[src/rtl/payload_fifo_arbiter.sv]
// Round-robin packet arbiter: locks one of four byte-stream requesters per
// packet and forwards its bytes into a shared payload FIFO.
module payload_fifo_arbiter #(
  parameter int unsigned NPORTS  = 4,
  parameter int unsigned MAX_LEN = 1024
) (
  input  logic                  CLK,
  input  logic                  RESET_N,
  input  logic [NPORTS-1:0]     REQ_VALID,
  input  logic [NPORTS*8-1:0]   REQ_DATA,
  input  logic [NPORTS-1:0]     REQ_LAST,
  output logic [NPORTS-1:0]     REQ_READY,
  output logic                  FIFO_WE,
  output logic [7:0]            FIFO_DATA,
  input  logic                  FIFO_FULL,
  output logic                  PKT_DONE,
  output logic [1:0]            PKT_PORT,
  output logic [10:0]           PKT_LEN,
  output logic                  PKT_ERR
);

  localparam int unsigned PW = 2;
  localparam int unsigned LW = 11;

  typedef enum logic {IDLE, XFER} state_e;

  state_e          state_q, state_d;
  logic [PW-1:0]   grant_q, grant_d;
  logic [PW-1:0]   last_grant_q, last_grant_d;
  logic [LW-1:0]   cnt_q, cnt_d;
  logic            pkt_done_q, pkt_done_d;
  logic [PW-1:0]   pkt_port_q, pkt_port_d;
  logic [LW-1:0]   pkt_len_q, pkt_len_d;
  logic            pkt_err_q, pkt_err_d;

  logic [PW-1:0]   rr_pick;
  logic [PW-1:0]   rr_idx;
  logic            rr_found;
  logic            xfer;
  logic [LW-1:0]   cnt_inc;

  // Round-robin search starting one past the last granted port.
  always_comb begin
    rr_pick  = last_grant_q;
    rr_found = 1'b0;
    rr_idx   = '0;
    for (int unsigned i = 1; i <= NPORTS; i++) begin
      rr_idx = PW'((32'(last_grant_q) + i) % NPORTS);
      if (!rr_found && REQ_VALID[rr_idx]) begin
        rr_pick  = rr_idx;
        rr_found = 1'b1;
      end
    end
  end

  assign xfer    = (state_q == XFER) && REQ_VALID[grant_q] && !FIFO_FULL;
  assign cnt_inc = cnt_q + LW'(1);

  always_comb begin
    state_d      = state_q;
    grant_d      = grant_q;
    last_grant_d = last_grant_q;
    cnt_d        = cnt_q;
    pkt_done_d   = 1'b0;
    pkt_port_d   = pkt_port_q;
    pkt_len_d    = pkt_len_q;
    pkt_err_d    = pkt_err_q;
    REQ_READY    = '0;
    FIFO_WE      = 1'b0;
    FIFO_DATA    = REQ_DATA[{grant_q, 3'b000} +: 8];

    case (state_q)
      IDLE: begin
        if (|REQ_VALID) begin
          state_d = XFER;
          grant_d = rr_pick;
          cnt_d   = '0;
        end
      end
      XFER: begin
        REQ_READY[grant_q] = !FIFO_FULL;
        if (xfer) begin
          FIFO_WE = 1'b1;
          cnt_d   = cnt_inc;
          // Packet closes on LAST or when the FIFO depth worth of bytes is reached.
          if (REQ_LAST[grant_q] || (cnt_inc == LW'(MAX_LEN))) begin
            state_d      = IDLE;
            last_grant_d = grant_q;
            pkt_done_d   = 1'b1;
            pkt_port_d   = grant_q;
            pkt_len_d    = cnt_inc;
            pkt_err_d    = !REQ_LAST[grant_q];
          end
        end
      end
      default: state_d = IDLE;
    endcase
  end

  always_ff @(posedge CLK or negedge RESET_N) begin
    if (!RESET_N) begin
      state_q      <= IDLE;
      grant_q      <= '0;
      last_grant_q <= PW'(NPORTS - 1);
      cnt_q        <= '0;
      pkt_done_q   <= 1'b0;
      pkt_port_q   <= '0;
      pkt_len_q    <= '0;
      pkt_err_q    <= 1'b0;
    end else begin
      state_q      <= state_d;
      grant_q      <= grant_d;
      last_grant_q <= last_grant_d;
      cnt_q        <= cnt_d;
      pkt_done_q   <= pkt_done_d;
      pkt_port_q   <= pkt_port_d;
      pkt_len_q    <= pkt_len_d;
      pkt_err_q    <= pkt_err_d;
    end
  end

  assign PKT_DONE = pkt_done_q;
  assign PKT_PORT = pkt_port_q;
  assign PKT_LEN  = pkt_len_q;
  assign PKT_ERR  = pkt_err_q;

endmodule

[config.mk]
export PLATFORM = sky130hd
export DESIGN_NAME = payload_fifo_arbiter
export DESIGN_NICKNAME = d
export VERILOG_FILES = /design/src/rtl/payload_fifo_arbiter.sv
export SDC_FILE = /design/constraint.sdc
export NUM_CORES = 1
export LEC_CHECK = 0
export ABC_AREA = 1
export CORE_MARGIN = 3
export CORE_UTILIZATION = 32
export DETAILED_ROUTE_END_ITERATION = 10
export GPL_ROUTABILITY_DRIVEN = 0
export PLACE_DENSITY = 0.67
export RECOVER_POWER = 100
export SLEW_MARGIN = 20
export SYNTH_ARGS = -nofsm -noshare
export SYNTH_HDL_FRONTEND = slang
export SYNTH_SLANG_ARGS = --single-unit
[constraint.sdc]
create_clock -name CLK -period 2.5 [get_ports CLK]
set_input_delay 0.375 -clock CLK [delete_from_list [all_inputs] [get_ports CLK]]
set_output_delay 0.375 -clock CLK [all_outputs]
set_load 0.05 [all_outputs]
**Run 1: routed clock nets over the placement**

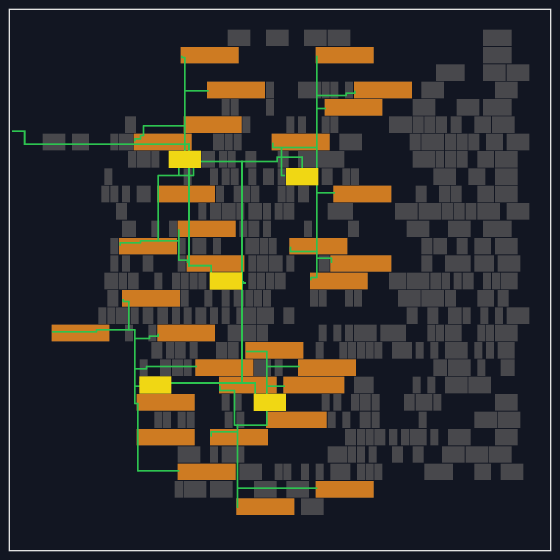
legend:
  yellow:
    item: clock-net drivers
    count: 5
  orange:
    item: flip-flops
    count: 31
  green:
    item: clock wires
    length: 408 microns
routed clock nets: 6
Clk. pwr: 0.370 mW
worst clock skew: 0.00426 ns
clock share of power: 0.117

**Run 1: supply network**

Pins as bars on the die edge. Tap cells in grey.
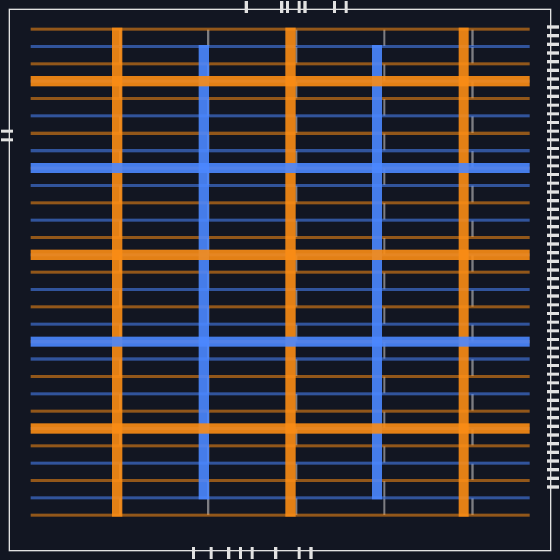
legend:
  orange:
    net: VSS
  blue:
    net: VDD
tap cells: 75
met5 straps: 5
signal pins: 71
Peak VDD IR: 596 uV
die width: 84.6 microns
Die Y: 84.6 microns
Core ar.: 0.00596 sq mm

==> run_results.csv, run 1 <==
group,metric,value,unit
timing,fin_crit,2.33,ns
clocking,cts.clk_slew.worst_paths,0.06,ns
die,fp_util,0.332,
logic_synthesis,ys_warn_count,0,
layout,fin_util,0.472,
layout,design_area,0.00281,sq mm
min_path,min_path_cells,2,
layout,diodes,0,
critical_path,path_buffers,2,
min_path,hold_start,"PKT_PORT[1]",
die,ios,71,
route,dr.pass1.iters,4,
clocking,postCtsSetupRepairBufs,0,
timing,final-setup-viol-count,0,
timing,rsz0062_at_grt,"no",
power,power.share.sequential,0.255,
critical_path,cp_slowest_cell,"dfrtp_1",
logic_synthesis,top_area_cell,"dfrtp_1",
critical_path,crit_path_start,"grant_q[1]",
critical_path,timing.rr.start,"grant_q[1]",
timing,fmax,0.429,GHz
logic_synthesis,synthCells,285,
global_routing,grt_usage,0.160,
critical_path,cp-end-kind,"output pin",
timing,hold_viol_final,0,
timing,finalClockPeriodUsage,0.932,
timing,finalMaxSlewViolations,0,
timing,tns,0,ns
power,powerDensity,1130,mW/mm^2
logic_synthesis,ys_chip_area,0.00198,sq mm
logic_synthesis,syn_area_per_cell,6.94,sq um
logic_synthesis,ys.flops,31,
global_routing,grt_use_met3,0.0412,
timing,max-slew-margin-rel,0.601,
route,drt.antenna.violating_nets,0,
flow_run,maxCapViolCount,0,
critical_path,critical_path_arrival,1.95,ns
flow_run,warning_count,26,
global_routing,grtUsageMet2,0.260,
power,p_leak,1.47,nW
outcome,status,"completed",
logic_synthesis,postSynthSeqShare,0.394,
global_routing,grt_start_max_net_pins,32,
clocking,root_buffer,"clkbuf_8",
layout,drive_gt1_frac,0.0843,
global_routing,grt_pass1_vias,1987,
global_routing,gr-max-usage-layer,"met2",
layout,nets,399,
power,intPower,1.48,mW
timing,setup_ws,0.170,ns
clocking,h-tree-depth,2,
critical_path,startpoint_type,"flip-flop",
logic_synthesis,synth_top_area_share,0.367,
clocking,cts_sinks,31,
critical_path,crit_chain,"nor2_2 -> a22oi_1 -> inv_2 -> nor2_1 -> nor2_4 -> buf_12",
logic_synthesis,ys_top_cells_by_area,"dfrtp_1 37%, nand2_1 18%, nand3_1 13%",
clocking,clock_latency,0.28,ns
placement,port-buffer-count,70,
global_routing,use_met1,0.208,
power,power,3.17,mW
power,power_switching,1.69,mW
placement,post-dp-hpwl,4.43,mm
logic_synthesis,top_cell,"nand2_1",
logic_synthesis,syn_area,0.00198,sq mm
die,dieArea,0.00716,sq mm
route,wl_per_cell,12.9,microns
timing,tightest_slew,0.601,ns
layout,area_delta_synth_final,42.2,%
critical_path,worstSetupPathType,"flip-flop to output pin",
logic_synthesis,ys_async_sr_fraction,1.00,
logic_synthesis,synthDistinctLibCells,29,
global_routing,grt_pass1_wl,9.38,mm
critical_path,ff2ff_path_depth,8,
logic_synthesis,syn_nets,329,
power,pwr-share-comb,0.628,
logic_synthesis,synthTopCellsByCount,"95 x nand2_1, 50 x nand3_1, 31 x inv_1",
layout,final_cells,431,
route,drc_errors,0,
placement,dpl.cell_count,423,
critical_path,crit_required,2.12,ns
critical_path,cp.depth,6,
critical_path,cp_slowest_stage_delay,0.53,ns
clocking,clockBufferDepth,2,
global_routing,antenna_found_initial,0,
route,via_per_inst,4.90,
logic_synthesis,synth-cells-yosys,285,
critical_path,crit_family,"simple AND/OR/NAND/NOR gates",
**Run 1: signal wires on met2**

The bar under the picture is 20 microns long.
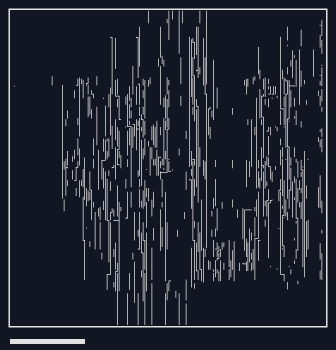
share of all routed wire: 44%
wire length on this layer: 2,470 microns
longest straight run: 41.2 microns
main direction: vertical
nets with wire on the layer: 326
DR vias: 2,112
Routed WL: 5.58 mm

[run 1: tightest hold or removal path, cell delays in order, from the launching register on]
cell and delay [ns]:
dfrtp_1 0.34, nand2_1 0.05, nand2_1 0.05
[run 1: logic make-up (layout without fill, tap and decap cells)]
| group | Yosys count | in the layout | synth area share |
|---|---|---|---|
| AND/OR/NAND/NOR | 173 | 173 | 0.385 |
| adder cells (fa/ha/maj) | 1 | 1 | 0.00633 |
| AND-OR/OR-AND | 29 | 29 | 0.0962 |
| flip-flops | 31 | 31 | 0.394 |
| XOR/XNOR | 3 | 3 | 0.0133 |
| buffers and inverters | 48 | 119 | 0.105 |
[run 1: registers in the layout (all words and copies together) (netlist names)]
name,cells
last_grant_q,2
grant_q,2
PKT_LEN,11
cnt_q,11
PKT_DONE,1
PKT_ERR,1
PKT_PORT,2
state_q,1
[run 1: layout by cell type (no fill, tap or decap), drive strengths merged, types with 2 or more instances in the layout]
master         count
inv               36
dfstp              2
nand3             50
nor2              20
dlygate4sd3       17
o22ai              7
nand2             97
nand4              5
clkdlybuf4s50     40
dfrtp             29
a22oi              8
clkbuf            12
dlymetal6s2s       6
buf                8
o21ai              9
xor2               2
[run 1: cell type report]
| cell class | count | area (sq um) |
|---|---|---|
| repair buffers | 75 | 737 |
| well taps | 75 | 93.8 |
| flip-flops and latches | 31 | 779 |
| clock buffers | 8 | 80.1 |
| multi-input cells | 206 | 986 |
| inverters | 36 | 135 |
| fillers | 619 | 3140 |
[run 1: metal layers]
metal,routed length [microns],up-vias
li1,-,1066
met1,2600,952
met2,2470,83
met3,379,11
met4,130,0
met5,0,-
[run 1: power groups by stage]
stage / clock (mW) / combinational, mW / sequential, mW
finish: 0.370 / 1.99 / 0.807
global route: 0.409 / 2.17 / 0.831
CTS: 0.379 / 2.23 / 0.810
detailed placement: 0 / 2.23 / 0.818
global placement: 0 / 2.21 / 0.816
floorplan: 0 / 1.26 / 1.00
[run 1: final timing paths]
check                                        to  slack (ns)
worst max-delay path                    FIFO_WE        0.17
worst min-delay path                PKT_PORT[1]        0.47
worst max register to register         cnt_q[2]        0.27
worst min register to register      PKT_PORT[1]        0.47
max in group asynchronous       last_grant_q[1]        1.60
min in group asynchronous             cnt_q[10]        0.56
[run 1: repair_timing]
action	in CTS	in global routing
resized	0	1
setup endpoints to repair	0	1
hold buffers	0	0
**Run 1: placement view**

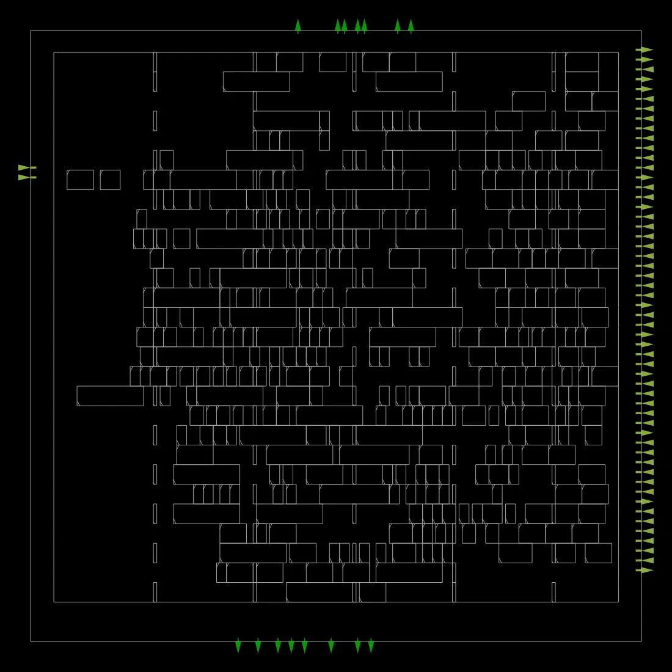

==> run 2, diff against run 1 <==
--- a/config.mk
+++ b/config.mk
@@ -9,7 +9,7 @@
 export CORE_MARGIN = 3
 export CORE_UTILIZATION = 32
 export DETAILED_ROUTE_END_ITERATION = 10
-export GPL_ROUTABILITY_DRIVEN = 0
+export GPL_ROUTABILITY_DRIVEN = 1
 export PLACE_DENSITY = 0.67
 export RECOVER_POWER = 100
 export SLEW_MARGIN = 20
**Run 2: placement view**

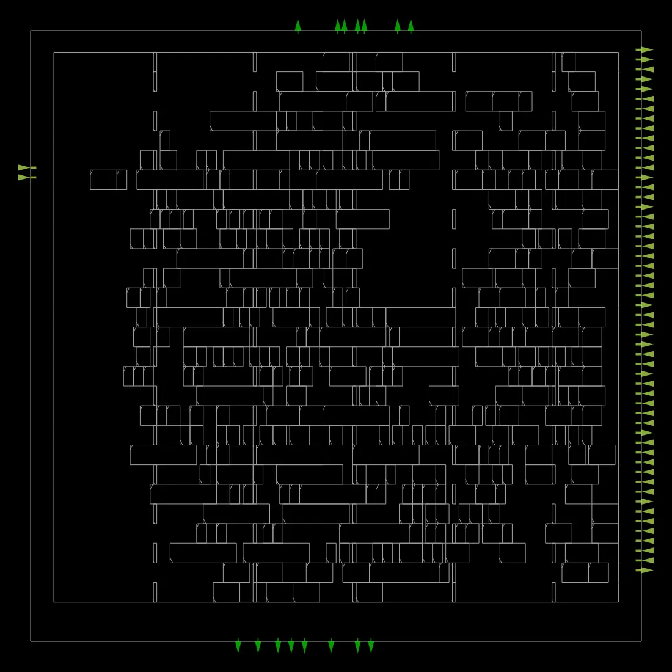
sequential cell area share: 0.281
# Taps: 75
row count: 28
final non-filler cell total: 432

==> run 2 against run 1 <==
Against the previous run:
- the flow now finishes with violations (max-capacitance violations, max-slew violations)
- via count down 1.1%
- worst setup slack worse by 0.019 ns
- flip-flop count stayed put
- cell count grew 0.23%
- clock-buffer cell count decreased by 1
- routed wire length rose by 1.3%
- sequential share of layout area increased by 0.36 points
- combinational power about the same
- clock power grew 2%
- highest routed layer unchanged
==> run_results.csv, run 2 <==
group,metric,value,unit
layout,layout_top_cell,"nand2_1",
logic_synthesis,synth_top_area_share,0.367,
outcome,violations,"max-capacitance violations, max-slew violations",
power,p_leak,1.42,nW
logic_synthesis,top_area_cell,"dfrtp_1",
timing,final-setup-viol-count,0,
die,ios,71,
logic_synthesis,syn_nets,329,
timing,rsz0062_at_grt,"no",
critical_path,ff2ff_path_depth,14,
layout,design_area,0.00278,sq mm
timing,finalMaxSlewViolations,32,
die,dieArea,0.00716,sq mm
layout,logic_area,981,sq um
route,drc_errors,0,
route,drt.antenna.violating_nets,0,
placement,dpl.cell_count,424,
logic_synthesis,postSynthSeqShare,0.394,
clocking,cts.repair.resized,0,
logic_synthesis,synthTopCellsByCount,"95 x nand2_1, 50 x nand3_1, 31 x inv_1",
layout,nFillCells,618,
critical_path,cp-end-kind,"output pin",
logic_synthesis,syn_area_per_cell,6.94,sq um
logic_synthesis,syn_area,0.00198,sq mm
global_routing,grt_usage,0.162,
outcome,status,"finished with violations",
timing,fin_crit,2.35,ns
clocking,cts_sinks,31,
power,power.share.sequential,0.254,
power,ir_worst_vdd,457,uV
global_routing,grt_pass1_vias,1963,
die,fp.dieW,84.6,microns
timing,fmax,0.426,GHz
clocking,h-tree-depth,2,
global_routing,antenna_found_initial,0,
global_routing,grt_use_met3,0.0373,
clocking,clock_latency,0.29,ns
critical_path,startpoint_type,"flip-flop",
logic_synthesis,synth-cells-yosys,285,
power,clock_power_share,0.120,
timing,tightest_slew,1.65,ns
flow_run,maxCapViolCount,1,
logic_synthesis,synthDistinctLibCells,29,
**Run 2: signal wires on met2**

The bar under the picture is 20 microns long.
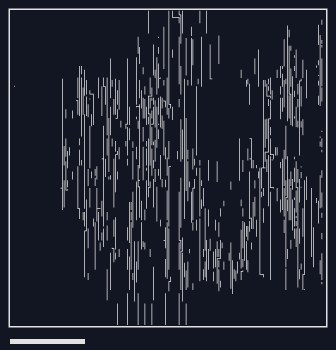
nets with wire on the layer: 316
longest straight run: 37.4 microns
wire length on this layer: 2,590 microns
main direction: vertical
GRT met2 Usage: 0.262
Routed WL: 5.65 mm
DR vias: 2,088

-- run 2: cell types whose count changed in the layout (fill, tap and decap cells not counted), moves of 2 or more --
| cell | delta |
|---|---|
| dlymetal6s2s_1 | -5 |
| clkbuf_2 | +3 |
| nand2_2 | +2 |
| dlygate4sd3_1 | -2 |
| clkdlybuf4s50_1 | +2 |
-- run 2: kinds of logic after synthesis --
family | synth area share
buffers and inverters | 0.105
XOR/XNOR | 0.0133
AND/OR/NAND/NOR | 0.385
flip-flops | 0.394
AND-OR/OR-AND | 0.0962
adder cells (fa/ha/maj) | 0.00633
-- run 2: power by group through the flow --
stage          Clock, mW  Sequential [mW]  Combinational (mW)
3_3_place_gp           0            0.811                2.24
2_1_floorplan          0             1.00                1.26
3_5_place_dp           0            0.815                2.26
5_1_grt            0.414            0.826                2.14
6_report           0.378            0.799                1.97
4_1_cts            0.388            0.807                2.26
-- run 2: worst paths after layout --
| check | startpoint | end | slack [ns] |
|---|---|---|---|
| min in group asynchronous | RESET_N | PKT_LEN[6] | 0.97 |
| hold reg to reg | PKT_LEN[9] | PKT_LEN[9] | 0.46 |
| setup / recovery | grant_q[1] | FIFO_DATA[6] | 0.15 |
| hold / removal | PKT_LEN[9] | PKT_LEN[9] | 0.46 |
| max in group asynchronous | RESET_N | grant_q[0] | 0.46 |
| setup reg to reg | cnt_q[1] | PKT_LEN[3] | 0.25 |
-- run 2: area by class of cell --
type / count / area share
Multi-Input combinational cell: 206 / 0.353
Sequential cell: 31 / 0.281
Timing Repair Buffer: 76 / 0.254
Inverter: 36 / 0.0487
Tap cell: 75 / 0.0338
Clock buffer: 7 / 0.0275
Clock inverter: 1 / 0.00180
-- run 2: layer usage --
metal  wire length, microns  up-vias
met2                   2590       72
li1                       -     1072
met5                      0        -
met1                   2670      937
met3                    335        7
met4                     57        0
-- run 2: critical path: stages, from the launching register on --
cell and delay, ns:
dfrtp_1 0.50, nor2_1 0.34, clkbuf_1 0.29, a22oi_1 0.14, nand3_1 0.12, clkbuf_2 0.30
**Run 2: supply network**

Pins as bars on the die edge. Tap cells in grey.
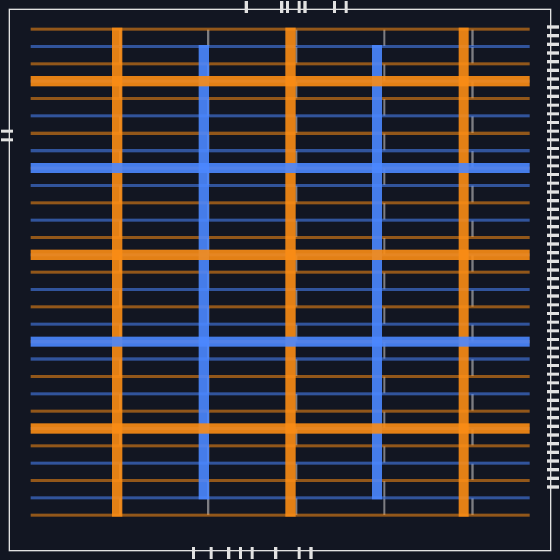

==> run 3, diff against run 2 <==
--- a/config.mk
+++ b/config.mk
@@ -7,10 +7,10 @@
 export LEC_CHECK = 0
 export ABC_AREA = 1
 export CORE_MARGIN = 3
-export CORE_UTILIZATION = 32
+export CORE_UTILIZATION = 45
 export DETAILED_ROUTE_END_ITERATION = 10
 export GPL_ROUTABILITY_DRIVEN = 1
-export PLACE_DENSITY = 0.67
+export PLACE_DENSITY = 0.87
 export RECOVER_POWER = 100
 export SLEW_MARGIN = 20
 export SYNTH_ARGS = -nofsm -noshare
**Run 3: supply network**

Pins as bars on the die edge. Tap cells in grey.
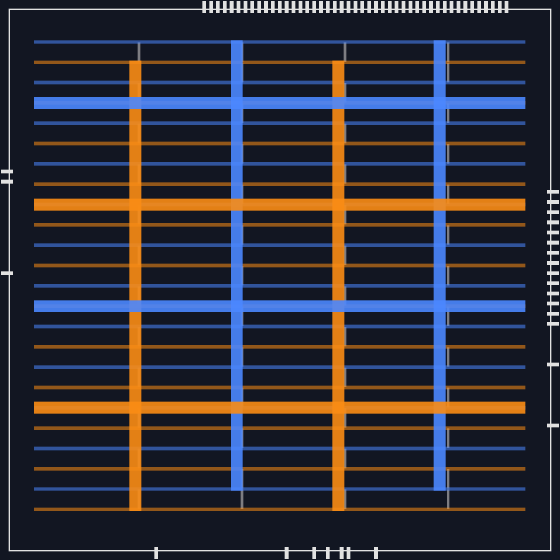
legend:
  blue:
    net: VDD
  orange:
    net: VSS
rows: 23
signal pins: 71
tap cells: 50
met4 straps: 4
Peak VDD IR: 494 uV
Core ar.: 0.00412 sq mm
Die Y: 72.3 microns
die width: 72.3 microns

**Run 3: placement view**

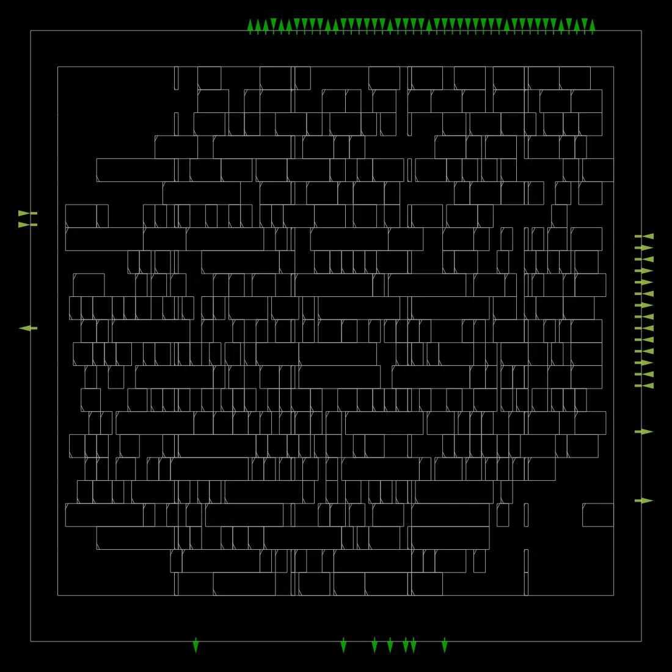
row count: 23
# Taps: 50
sequential cell area share: 0.283
final non-filler cell total: 408
Flops: 31

==> run 3 against run 2 <==
Against the previous run:
- the flow still finishes with violations (max-capacitance violations, max-slew violations)
- synthesized cell count unchanged
- die size is 27% lower
- combinational power about the same
- first-iteration DRC count increased by 8.5%
- clock skew grew 0.0036 ns
- clock-buffer cell count stayed put
- register-to-register slack better by 0.04 ns
- worst setup slack better by 0.017 ns
- routed wire length fell by 5.3%
- sequential power shrank 0.9%
- via count fell by 0.19%
- flip-flop count unchanged
- critical path type unchanged
==> run_results.csv, run 3 <==
group,metric,value,unit
outcome,status,"finished with violations",
outcome,violations,"max-capacitance violations, max-slew violations",
critical_path,crit_path_end,"FIFO_DATA[1]",
critical_path,cp-end-kind,"output pin",
placement,port-buffer-count,70,
die,fp_util,0.480,
layout,nFillCells,376,
logic_synthesis,synth_top_area_share,0.367,
logic_synthesis,syn_area_per_cell,6.94,sq um
timing,finalClockPeriodUsage,0.933,
die,dieArea,0.00522,sq mm
layout,drive_gt1_frac,0.101,
logic_synthesis,top_area_cell,"dfrtp_1",
route,dr.pass1.iters,4,
power,p_leak,1.41,nW
critical_path,critical_path_arrival,1.96,ns
flow_run,warning_count,26,
timing,finalMaxSlewViolations,32,
power,powerDensity,1150,mW/mm^2
placement,dpl.cell_count,400,
clocking,cts_sinks,31,
global_routing,grt_pass1_wl,8.76,mm
logic_synthesis,synth.logic.top_family,"simple AND/OR/NAND/NOR gates",
min_path,hold_start,"PKT_LEN[4]",
route,drt.antenna.violating_nets,0,
logic_synthesis,synthTopCellsByCount,"95 x nand2_1, 50 x nand3_1, 31 x inv_1",
clocking,h-tree-depth,2,
critical_path,crit_path_start,"grant_q[1]",
logic_synthesis,postSynthSeqShare,0.394,
logic_synthesis,ys_top_cells_by_area,"dfrtp_1 37%, nand2_1 18%, nand3_1 13%",
critical_path,rrSetupSlack,0.29,ns
layout,diodes,0,
route,routed_wl,5.36,mm
logic_synthesis,mux_share,0,
timing,final-setup-viol-count,0,
clocking,clockBufferDepth,2,
critical_path,ff2ff_path_depth,8,
global_routing,antenna_found_initial,0,
clocking,cts.clk_slew.worst_paths,0.06,ns
logic_synthesis,synth-cells-yosys,285,
timing,fmax,0.429,GHz
route,via_per_inst,5.11,
layout,mostFrequentLayoutCells,"95 x nand2_1, 50 x nand3_1, 40 x clkdlybuf4s50_1, 31 x inv_1, 29 x dfrtp_1",
logic_synthesis,ys_chip_area,0.00198,sq mm
global_routing,grt_pass1_vias,1987,
timing,max-slew-margin-rel,-0.0674,
flow_run,maxCapViolCount,1,
run 3: layout make-up:
class / count / area [sq um] / share of cell area
multi-input combinational: 206 / 981 / 0.357
sequential: 31 / 778 / 0.283
timing repair buffer: 77 / 699 / 0.255
inverter: 36 / 135 / 0.0492
clock buffer: 7 / 86.3 / 0.0314
tap: 50 / 62.6 / 0.0228
clock inverter: 1 / 5.00 / 0.00182
run 3: power breakdown:
part / switching, mW / internal [mW]
clock network: 0.176 / 0.221
logic: 1.38 / 0.592
registers: 0.145 / 0.647
total: 1.70 / 1.46
run 3: cells by family (layout without fill, tap and decap cells):
family / after synthesis / in the layout
adders and majority gates: 1 / 1
and+or+nand+nor: 173 / 173
buffers and inverters: 48 / 121
AOI/OAI and AO/OA: 29 / 29
DFF: 31 / 31
xor gates and xnor gates: 3 / 3
run 3: stage by stage:
| step | instance area, sq um | total power, mW | hold slack (ns) |
|---|---|---|---|
| final | 2750 | 3.16 | 0.467 |
| after global routing | 2750 | 3.38 | 0.484 |
| after CTS | 2880 | 3.51 | 0.473 |
| after detailed placement | 2790 | 3.11 | 0.458 |
| after global placement | 2790 | 3.08 | 0.454 |
| after floorplan | 1980 | 2.26 | 0.0794 |
run 3: worst min path at each step:
stage | to | slack [ns] | cells after the start
floorplan | PKT_DONE | 0.08 | 0
global placement | PKT_LEN[5] | 0.45 | 2
detailed placement | PKT_LEN[6] | 0.46 | 2
CTS | PKT_LEN[6] | 0.47 | 2
global route | PKT_LEN[6] | 0.48 | 2
finish | PKT_LEN[4] | 0.47 | 2
run 3: per-layer routing:
layer,global-route usage,part of all wire,up-vias
met4,0.0814,0.015,0
met3,0.0429,0.045,8
met1,0.280,0.45,964
met5,0,0,-
li1,-,-,1071
met2,0.344,0.49,41
run 3: critical path, cell delays in order (launching register included):
cell and delay, ns:
dfrtp_1 0.56, nor2_1 0.24, clkbuf_1 0.32, a22oi_1 0.16, nand3_1 0.10, clkbuf_2 0.28
Power figures rest on the tool's default switching activity, not on a simulated workload.
